## config.mk

```make
export PLATFORM = sky130hd
export DESIGN_NAME = load_store_unit
export DESIGN_NICKNAME = d
export VERILOG_FILES = /design/src/rtl/lsu_pkg.sv /design/src/rtl/lsu_align.sv /design/src/rtl/load_store_unit.sv
export SDC_FILE = /design/constraint.sdc
export NUM_CORES = 1
export LEC_CHECK = 0
export CAP_MARGIN = 40
export CORE_AREA = 2 2 153 155
export DETAILED_ROUTE_END_ITERATION = 8
export DIE_AREA = 0 0 155 157
export MAX_ROUTING_LAYER = met4
export SLEW_MARGIN = 20
export SYNTH_ARGS = -nofsm -noshare
export SYNTH_HDL_FRONTEND = slang
export SYNTH_HIERARCHICAL = 1
export SYNTH_SLANG_ARGS = --single-unit
```

## constraint.sdc

```tcl
create_clock -name clk -period 3.15 [get_ports clk]
set_clock_uncertainty 0.1 [all_clocks]
set_input_delay 0.63 -clock clk [delete_from_list [all_inputs] [get_ports clk]]
set_output_delay 0.63 -clock clk [all_outputs]
set_load 0.05 [all_outputs]
```

## src/rtl/lsu_pkg.sv

```systemverilog
`default_nettype none
// ============================================================================
// Module      : lsu_pkg
// Description : Shared definitions for the load/store unit: RV32I funct3
//               width codes, FSM state encoding and access-size helpers.
// Ports       : none (package)
// Revision    : 1.0 - initial release
// ============================================================================
package lsu_pkg;

  localparam logic [2:0] F3_B  = 3'b000;
  localparam logic [2:0] F3_H  = 3'b001;
  localparam logic [2:0] F3_W  = 3'b010;
  localparam logic [2:0] F3_BU = 3'b100;
  localparam logic [2:0] F3_HU = 3'b101;

  typedef enum logic [2:0] {
    ST_IDLE = 3'd0,
    ST_WR   = 3'd1,
    ST_WR2  = 3'd2,
    ST_RD   = 3'd3,
    ST_RDW  = 3'd4,
    ST_RD2  = 3'd5,
    ST_RDW2 = 3'd6,
    ST_RESP = 3'd7
  } lsu_state_t;

  // Byte-lane mask of an access, before shifting to its offset.
  // size is funct3[1:0]: 00 byte, 01 half, 10 word.
  function automatic logic [3:0] size_mask(input logic [1:0] size);
    case (size)
      2'b00:   size_mask = 4'b0001;
      2'b01:   size_mask = 4'b0011;
      2'b10:   size_mask = 4'b1111;
      default: size_mask = 4'b0000;
    endcase
  endfunction

  // Offset of the last byte touched, relative to the first (size - 1).
  function automatic logic [1:0] size_last(input logic [1:0] size);
    case (size)
      2'b00:   size_last = 2'd0;
      2'b01:   size_last = 2'd1;
      default: size_last = 2'd3;
    endcase
  endfunction

endpackage
`default_nettype wire

```

## src/rtl/lsu_align.sv

```systemverilog
`default_nettype none
// ============================================================================
// Module      : lsu_align
// Description : Purely combinational lane alignment for the load/store unit.
//               Store side: byte enables and write data shifted to the byte
//               offset, as a low/high word pair (high half used only when an
//               access crosses into the next word).
//               Load side: merges the low word with the bottom three bytes
//               of the following word, extracts the addressed lanes and
//               sign/zero-extends them.
// Ports       : funct3    in  3   RV32I width code
//               offset    in  2   byte offset within the word
//               wdata     in  32  right-aligned store data
//               lo_word   in  32  first word read
//               hi_word   in  24  low three bytes of the following word
//               be_pair   out 8   {high word enables, low word enables}
//               din_pair  out 64  {high word data, low word data}
//               rdata     out 32  extended load result
// Revision    : 1.0 - initial release
// ============================================================================
module lsu_align
  import lsu_pkg::*;
(
  input  logic [2:0]  funct3,
  input  logic [1:0]  offset,
  input  logic [31:0] wdata,
  input  logic [31:0] lo_word,
  input  logic [23:0] hi_word,
  output logic [7:0]  be_pair,
  output logic [63:0] din_pair,
  output logic [31:0] rdata
);

  logic [31:0] shifted;

  assign be_pair  = {4'b0000, size_mask(funct3[1:0])} << offset;
  assign din_pair = {32'h0, wdata} << {offset, 3'b000};

  // A word at offset 3 reaches at most byte 2 of the next word, so the
  // top byte of the high word is never needed.
  always_comb begin
    shifted = lo_word;
    case (offset)
      2'd0: shifted = lo_word;
      2'd1: shifted = {hi_word[7:0],  lo_word[31:8]};
      2'd2: shifted = {hi_word[15:0], lo_word[31:16]};
      2'd3: shifted = {hi_word[23:0], lo_word[31:24]};
      default: shifted = lo_word;
    endcase
  end

  always_comb begin
    rdata = shifted;
    case (funct3)
      F3_B:    rdata = {{24{shifted[7]}},  shifted[7:0]};
      F3_H:    rdata = {{16{shifted[15]}}, shifted[15:0]};
      F3_BU:   rdata = {24'h0, shifted[7:0]};
      F3_HU:   rdata = {16'h0, shifted[15:0]};
      default: rdata = shifted;
    endcase
  end

endmodule
`default_nettype wire

```

## src/rtl/load_store_unit.sv

```systemverilog
`default_nettype none
// ============================================================================
// Module      : load_store_unit
// Description : Initiator side of the data-memory port. Accepts one load or
//               store at a time, drives a registered-read, byte-enable-write
//               memory and returns the extended load result or an error.
//               Build option LSU_MISALIGN_SPLIT_EN: when defined, misaligned
//               accesses are performed (split into two word accesses when
//               they cross a word); when undefined they return an error.
// Ports       : clk, rst            clock, synchronous active-high reset
//               req_valid/req_ready request handshake
//               req_we, req_funct3  store flag, RV32I width code
//               req_addr, req_wdata byte address, right-aligned store data
//               resp_valid          one-cycle completion pulse
//               resp_rdata          load result (0 for stores/errors)
//               resp_err            illegal / misaligned / out-of-range
//               mem_addr, mem_din   word address and lane-shifted data
//               mem_we              byte-lane write enables
//               mem_dout            registered memory read data
// Revision    : 1.0 - initial release
// ============================================================================
module load_store_unit
  import lsu_pkg::*;
#(
  parameter int MEM_WORDS = 1024
) (
  input  logic        clk,
  input  logic        rst,
  input  logic        req_valid,
  output logic        req_ready,
  input  logic        req_we,
  input  logic [2:0]  req_funct3,
  input  logic [31:0] req_addr,
  input  logic [31:0] req_wdata,
  output logic        resp_valid,
  output logic [31:0] resp_rdata,
  output logic        resp_err,
  output logic [31:0] mem_addr,
  output logic [31:0] mem_din,
  output logic [3:0]  mem_we,
  input  logic [31:0] mem_dout
);

  localparam logic [32:0] ADDR_LIMIT = 33'(MEM_WORDS) * 33'd4;

  lsu_state_t  state, state_next;

  logic        r_we;
  logic [2:0]  r_funct3;
  logic [31:0] r_addr;
  logic [31:0] r_wdata;
  logic        r_err;
  logic        r_split;
  logic [31:0] r_lo_buf;
  logic [23:0] r_hi_buf;

  logic        w_accept;
  logic        w_f3_legal;
  logic [32:0] w_last_byte;
  logic        w_range_err;
  logic        w_misalign_err;
  logic        w_split;
  logic        w_err;
  logic [31:0] w_word_addr;
  logic [7:0]  w_be_pair;
  logic [63:0] w_din_pair;
  logic [31:0] w_rdata;

  assign req_ready = (state == ST_IDLE);
  assign w_accept  = req_valid && req_ready;

  // ---- request decode (on the live request, used only at accept) ----------
  assign w_f3_legal = (req_funct3 == F3_B) || (req_funct3 == F3_H) ||
                      (req_funct3 == F3_W) ||
                      (!req_we && ((req_funct3 == F3_BU) || (req_funct3 == F3_HU)));

  // 33-bit sum so an access near 0xFFFF_FFFF cannot wrap back into range.
  assign w_last_byte = {1'b0, req_addr} + {31'h0, size_last(req_funct3[1:0])};
  assign w_range_err = (w_last_byte >= ADDR_LIMIT);

`ifdef LSU_MISALIGN_SPLIT_EN
  logic [2:0] w_end_lane;
  // Lane of the last byte; bit 2 set means it spills into the next word.
  assign w_end_lane     = {1'b0, req_addr[1:0]} + {1'b0, size_last(req_funct3[1:0])};
  assign w_split        = w_end_lane[2];
  assign w_misalign_err = 1'b0;
`else
  assign w_split        = 1'b0;
  assign w_misalign_err = ((req_funct3[1:0] == 2'b01) && req_addr[0]) ||
                          ((req_funct3[1:0] == 2'b10) && (req_addr[1:0] != 2'b00));
`endif

  assign w_err = !w_f3_legal || w_range_err || w_misalign_err;

  // ---- lane alignment ------------------------------------------------------
  lsu_align u_align (
    .funct3   (r_funct3),
    .offset   (r_addr[1:0]),
    .wdata    (r_wdata),
    .lo_word  (r_lo_buf),
    .hi_word  (r_hi_buf),
    .be_pair  (w_be_pair),
    .din_pair (w_din_pair),
    .rdata    (w_rdata)
  );

  // ---- state, request latch and read buffers -------------------------------
  always_ff @(posedge clk) begin
    if (rst) begin
      state    <= ST_IDLE;
      r_we     <= 1'b0;
      r_funct3 <= 3'b000;
      r_addr   <= 32'h0;
      r_wdata  <= 32'h0;
      r_err    <= 1'b0;
      r_split  <= 1'b0;
      r_lo_buf <= 32'h0;
      r_hi_buf <= 24'h0;
    end else begin
      state <= state_next;
      if (w_accept) begin
        r_we     <= req_we;
        r_funct3 <= req_funct3;
        r_addr   <= req_addr;
        r_wdata  <= req_wdata;
        r_err    <= w_err;
        r_split  <= w_split;
      end
      if (state == ST_RDW) begin
        r_lo_buf <= mem_dout;
      end
      if (state == ST_RDW2) begin
        r_hi_buf <= mem_dout[23:0];
      end
    end
  end

  assign w_word_addr = {r_addr[31:2], 2'b00};

  // ---- next state and outputs ---------------------------------------------
  always_comb begin
    state_next = state;
    mem_addr   = 32'h0;
    mem_din    = 32'h0;
    mem_we     = 4'b0000;
    resp_valid = 1'b0;
    resp_err   = 1'b0;
    resp_rdata = 32'h0;

    case (state)
      ST_IDLE: begin
        if (w_accept) begin
          if (w_err)       state_next = ST_RESP;
          else if (req_we) state_next = ST_WR;
          else             state_next = ST_RD;
        end
      end
      ST_WR: begin
        mem_addr   = w_word_addr;
        mem_din    = w_din_pair[31:0];
        mem_we     = w_be_pair[3:0];
        state_next = r_split ? ST_WR2 : ST_RESP;
      end
      ST_WR2: begin
        mem_addr   = w_word_addr + 32'd4;
        mem_din    = w_din_pair[63:32];
        mem_we     = w_be_pair[7:4];
        state_next = ST_RESP;
      end
      ST_RD: begin
        mem_addr   = w_word_addr;
        state_next = ST_RDW;
      end
      ST_RDW: begin
        mem_addr   = w_word_addr;
        state_next = r_split ? ST_RD2 : ST_RESP;
      end
      ST_RD2: begin
        mem_addr   = w_word_addr + 32'd4;
        state_next = ST_RDW2;
      end
      ST_RDW2: begin
        mem_addr   = w_word_addr + 32'd4;
        state_next = ST_RESP;
      end
      ST_RESP: begin
        resp_valid = 1'b1;
        resp_err   = r_err;
        if (!r_err && !r_we) resp_rdata = w_rdata;
        state_next = ST_IDLE;
      end
      default: state_next = ST_IDLE;
    endcase

    // Suppress any write on the reset edge so an aborted store leaves
    // memory untouched.
    if (rst) mem_we = 4'b0000;
  end

endmodule
`default_nettype wire

```

==> run_1/flops_by_reg.png <==
(2 px per um) Other sequential cells in the stronger gray, the rest of the logic in the fainter gray.
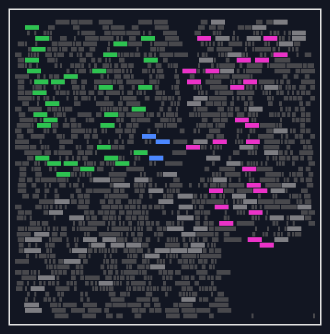
- green: r_wdata (placed flops 32)
- blue: r_funct3 (placed flops 3)
- magenta: r_hi_buf (placed flops 24)
- not colored: 69

==> run_1/placement_by_type.png <==
(3 px per um)
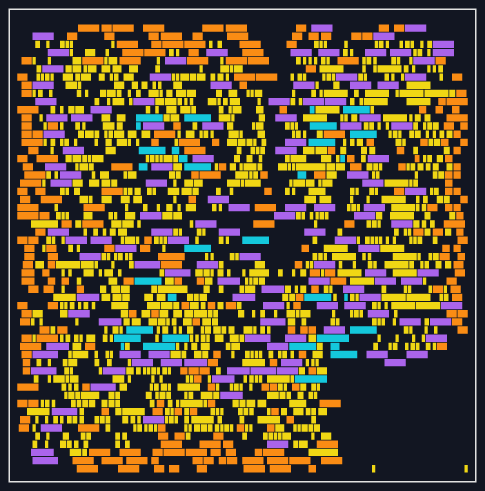
- orange: remaining buffers and delay cells (cells 266)
- purple: sequential cells (cells 128)
- cyan: clock drivers and dummy loads (cells 32)
- yellow: combinational and other logic (cells 939)

==> results_dict.tcl, run 1 <==
# implementation run metrics
set metrics [dict create \
    clkPwrFrac_pct 41.2 \
    ys_cells 1162 \
    met3_usage_pct 4.24 \
    critPathArrivalTime_ns 2.45 \
    seq_area_share_pct 20.7 \
    hold_buffers 0 \
    most_common_cell "nand2_1" \
    top_regs "r_addr: 32 flops, r_lo_buf: 32 flops, r_wdata: 32 flops" \
    seq_power_mw 1.80 \
    comb-power_mw 1.15 \
    die-width_um 155 \
    rows 55 \
    cts_tree "yes" \
    setup_ws_ns -0.0282 \
    comb_area_share_pct 46.1 \
    seq_cells 128 \
    num-multi-input-gates 921 \
    power.density_nw_per_um2 398 \
    port_buffers 203 \
    grt_pass1_wl_um 44100 \
    seq_power_share_pct 35.9 \
    hold_path_end "r_hi_buf[15]" \
    ys_area_um2 8710 \
    worstPathCellList "and3_4, nand4_4, buf_4, nor4_4, and2_1, nand3_1, o31ai_4, buf_12" \
    ys_seq_share_pct 29.4 \
    dr_wl_met2_um 13100 \
    dieArea_um2 24300 \
    maxPowerGroup "the clock network" \
    avgSynthCellArea_um2 7.50 \
    logic_area_um2 5830 \
    fmax_ghz 0.315 \
    pin_count 206 \
    synthTopCellsByCount "312 x nand2_1, 157 x a21oi_1, 128 x dfxtp_1" \
    grt_util_all_layers_pct 23.1 \
    leakagePower_nw 4.74 \
    initCoreUtil_pct 38.7 \
    fillCellCount 2041 \
    cts_setup_buffers 2 \
    cts_resized 20 \
    clock_power_mw 2.07 \
    p_comb_share_pct 23.0 \
    critPathCapture "mem_addr[24]" \
    final_cell_mix "310 x nand2_1, 156 x a21oi_1, 106 x dfxtp_1" \
    n_all_inverters 18 \
    cp_top_family "simple AND/OR/NAND/NOR gates" \
    nClkBuffers 20 \
    post-route-drc-count 0 \
    yosys.area.top_type_share_pct 29.4 \
    yosys.area_share.adder_pct 1.24 \
    placed_area_um2 11600 \
    ys_sh_aoi_pct 21.1 \
    simple_gate_share_pct 28.4 \
    antenna_left 0 \
    holdCritStartpoint "r_hi_buf[15]" \
    bufAreaShareNonClock_pct 25.0 \
    grt_max_degree 57 \
    switching_share_pct 30.4 \
    slew_headroom_pct 54.3 \
    syn_area_um2 8710 \
    routedWlPerCell_um 16.9 \
    logic_family "simple AND/OR/NAND/NOR gates" \
    final-setup-viol-count 2 \
    drt_wl_total_um 28000 \
    m1WireLength_um 12700 \
    die_h_um 157 \
    ys_ff 128 \
    p_int_mw 3.50 \
    yosysWarnings 6 \
    cp_num_buf_inv 2 \
    clock-root-buffer "clkbuf_16" \
    core_um2 22500 \
    ff_type "dfxtp_1" \
    reg2reg_depth 5 \
    worstSetupPathType "flip-flop to output pin" \
    post-route-util_pct 56.2 \
    clk_pin_slew_ns 0.06 \
    p_sw_mw 1.53 \
    grt_util_met1_pct 29.9 \
    cts_htree_levels 4 \
    cts_made_buffers 17 \
    warnings 33 \
    rsz0062_at_grt "true" \
    area_leaders "dfxtp_1 29%, nand2_1 13%, a21oi_1 9.0%" \
    cp.depth 8 \
    drt_iter0_drc 615 \
    fin_tns_setup_ns -0.0392 \
    clock_latency_ns 0.42 \
    largest_class "combinational gates" \
    violations "setup timing" \
    xor_area_share_pct 0.804 \
    edf_count 0 \
    reg2reg_slack_ns 1.10 \
    vias 8980 \
    dr.pass1.iters 6 \
    outcome "complete, but fails checks" \
    taps 285 \
    finalInstanceArea_um2 12600 \
    worst_pin_slew_ns 0.683 \
    hold_class "flip-flop to flip-flop" \
    irDropWorstVdd_v 0.000324 \
    startpoint "r_addr[8]" \
    dp_cells 1602 \
    finalNetCount 1463 \
    cpMaxStageDelayCell "dfxtp_4" \
    final_max_slew_viol_count 0 \
    mux_area_share_pct 12.3 \
    grt_busiest_layer "met2" \
    gp_congestion 0.851 \
    cts_max_path_buffers 2 \
    drv_cap 0 \
    min_period_ns 3.18 \
    met3WireLength_um 1470 \
    diodes 0 \
    dp_hpwl_um 19400 \
    timing.rr.end "r_err" \
    finalClockPeriodUsage_pct 101 \
    hold_violations 0 \
    topRoutingLayerUsed "met4" \
    preCtsSetupSlack_ns -0.390 \
    final_cells 1650 \
    r2r-start "state[0]" \
    start_kind "flip-flop" \
    syn2layout_area_growth_pct 45.1 \
    grtUsageMet2_pct 36.4 \
    setup.worst_path.end_class "output pin" \
    seqCellArea_um2 2620 \
    syn_inst 1162 \
    async_flop_share_pct 0 \
    drive_above_1_share_pct 22.5 \
    clk_share_pct 4.86 \
    hold_ws_ns 0.353 \
    final_common_cell "nand2_1" \
]
==> run_1/layer_met3.png <==
(2 px per um) Cells faint in the background.
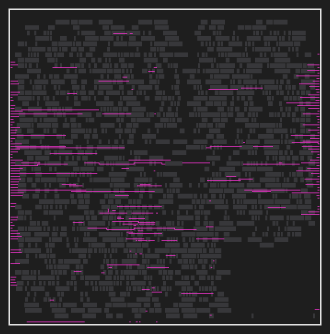
- longest straight run: 53.8 um
- wire length on this layer: 1470 um

==> run_1/placement.png <==
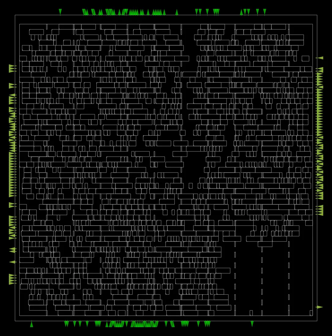

==> inputs of run 2 (changes only) <==
--- a/config.mk
+++ b/config.mk
@@ -9,6 +9,7 @@
 export CORE_AREA = 2 2 153 155
 export DETAILED_ROUTE_END_ITERATION = 8
 export DIE_AREA = 0 0 155 157
+export GPL_ROUTABILITY_DRIVEN = 0
 export MAX_ROUTING_LAYER = met4
 export SLEW_MARGIN = 20
 export SYNTH_ARGS = -nofsm -noshare
==> run_2/placement.png <==
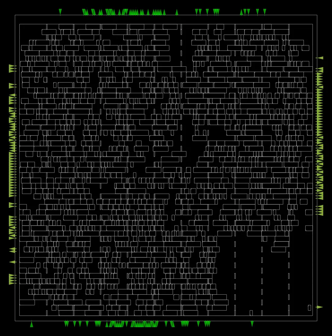
core box area: 22500 um^2
final core occ: 55.9%
Flops: 128
Fillers: 2058

==> results_dict.tcl, run 2 <==
# implementation run metrics
set metrics [dict create \
    drt_iter0_drc 554 \
    met3_usage_pct 4.60 \
    m1WireLength_um 12500 \
    syn_area_um2 8710 \
    comb-power_mw 1.15 \
    worstSetupPathType "flip-flop to output pin" \
    hold_path_end "r_lo_buf[0]" \
    fmax_ghz 0.318 \
    die-width_um 155 \
    die_h_um 157 \
    worst_pin_slew_ns 0.650 \
    edf_count 0 \
    port_buffers 203 \
    simple_gate_share_pct 28.4 \
    area_leaders "dfxtp_1 29%, nand2_1 13%, a21oi_1 9.0%" \
    final_common_cell "nand2_1" \
    critPathArrivalTime_ns 2.41 \
    syn_inst 1162 \
    reg2reg_depth 5 \
    p_int_mw 3.57 \
    clk_share_pct 5.06 \
    dr_wl_met2_um 13300 \
    critPathCapture "mem_addr[30]" \
    finalInstanceArea_um2 12600 \
    most_common_cell "nand2_1" \
    cts_tree "yes" \
    worstPathCellList "and3_4, or3b_4, nor4_4, nand4_1, or3_1, nand3_2, buf_12" \
    yosysWarnings 6 \
    clock-root-buffer "clkbuf_16" \
    n_all_inverters 18 \
    preCtsSetupSlack_ns -0.408 \
    nClkBuffers 19 \
    leakagePower_nw 4.75 \
    warnings 32 \
    dp_hpwl_um 19600 \
    synthTopCellsByCount "312 x nand2_1, 157 x a21oi_1, 128 x dfxtp_1" \
    hold_class "flip-flop to flip-flop" \
    ys_cells 1162 \
    cp_top_family "simple AND/OR/NAND/NOR gates" \
    taps 285 \
    met3WireLength_um 1690 \
    grt_busiest_layer "met2" \
    p_comb_share_pct 22.4 \
    fin_tns_setup_ns 0 \
    clock_latency_ns 0.41 \
    drt_wl_total_um 27800 \
    cts_max_path_buffers 2 \
    min_period_ns 3.14 \
    yosys.area_share.adder_pct 1.24 \
    seq_power_share_pct 35.3 \
    logic_family "simple AND/OR/NAND/NOR gates" \
    clkPwrFrac_pct 42.2 \
    reg2reg_slack_ns 1.10 \
    ys_seq_share_pct 29.4 \
    routedWlPerCell_um 16.9 \
    setup.worst_path.end_class "output pin" \
    r2r-start "state[0]" \
    syn2layout_area_growth_pct 44.4 \
    seqCellArea_um2 2610 \
    async_flop_share_pct 0 \
    switching_share_pct 30.0 \
    avgSynthCellArea_um2 7.50 \
    rows 55 \
    p_sw_mw 1.53 \
    dr.pass1.iters 4 \
    drive_above_1_share_pct 22.1 \
    seq_area_share_pct 20.7 \
    diodes 1 \
    startpoint "r_addr[25]" \
    ys_sh_aoi_pct 21.1 \
    xor_area_share_pct 0.804 \
    outcome "finished, final reports clean" \
    timing.rr.end "r_funct3[1]" \
    cpMaxStageDelayCell "or3b_4" \
    cts_setup_buffers 8 \
    start_kind "flip-flop" \
    hold_violations 0 \
    bufAreaShareNonClock_pct 24.9 \
    clock_power_mw 2.15 \
    power.density_nw_per_um2 406 \
    finalClockPeriodUsage_pct 99.8 \
    grt_max_degree 56 \
    grt_util_met1_pct 29.6 \
    antenna_left 0 \
    ys_ff 128 \
    seq_power_mw 1.80 \
    dieArea_um2 24300 \
    initCoreUtil_pct 38.7 \
    placed_area_um2 11600 \
    cp_num_buf_inv 1 \
    setup_ws_ns 0.00697 \
    post-route-drc-count 0 \
]
==> run_2/layer_met3.png <==
(2 px per um) Cells faint in the background.
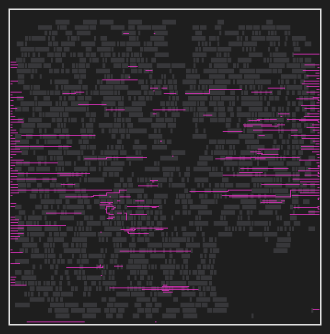
- share of all routed wire: 6.1%
- nets with wire on the layer: 185
- main direction: horizontal
- longest straight run: 50.4 um
- wire length on this layer: 1690 um

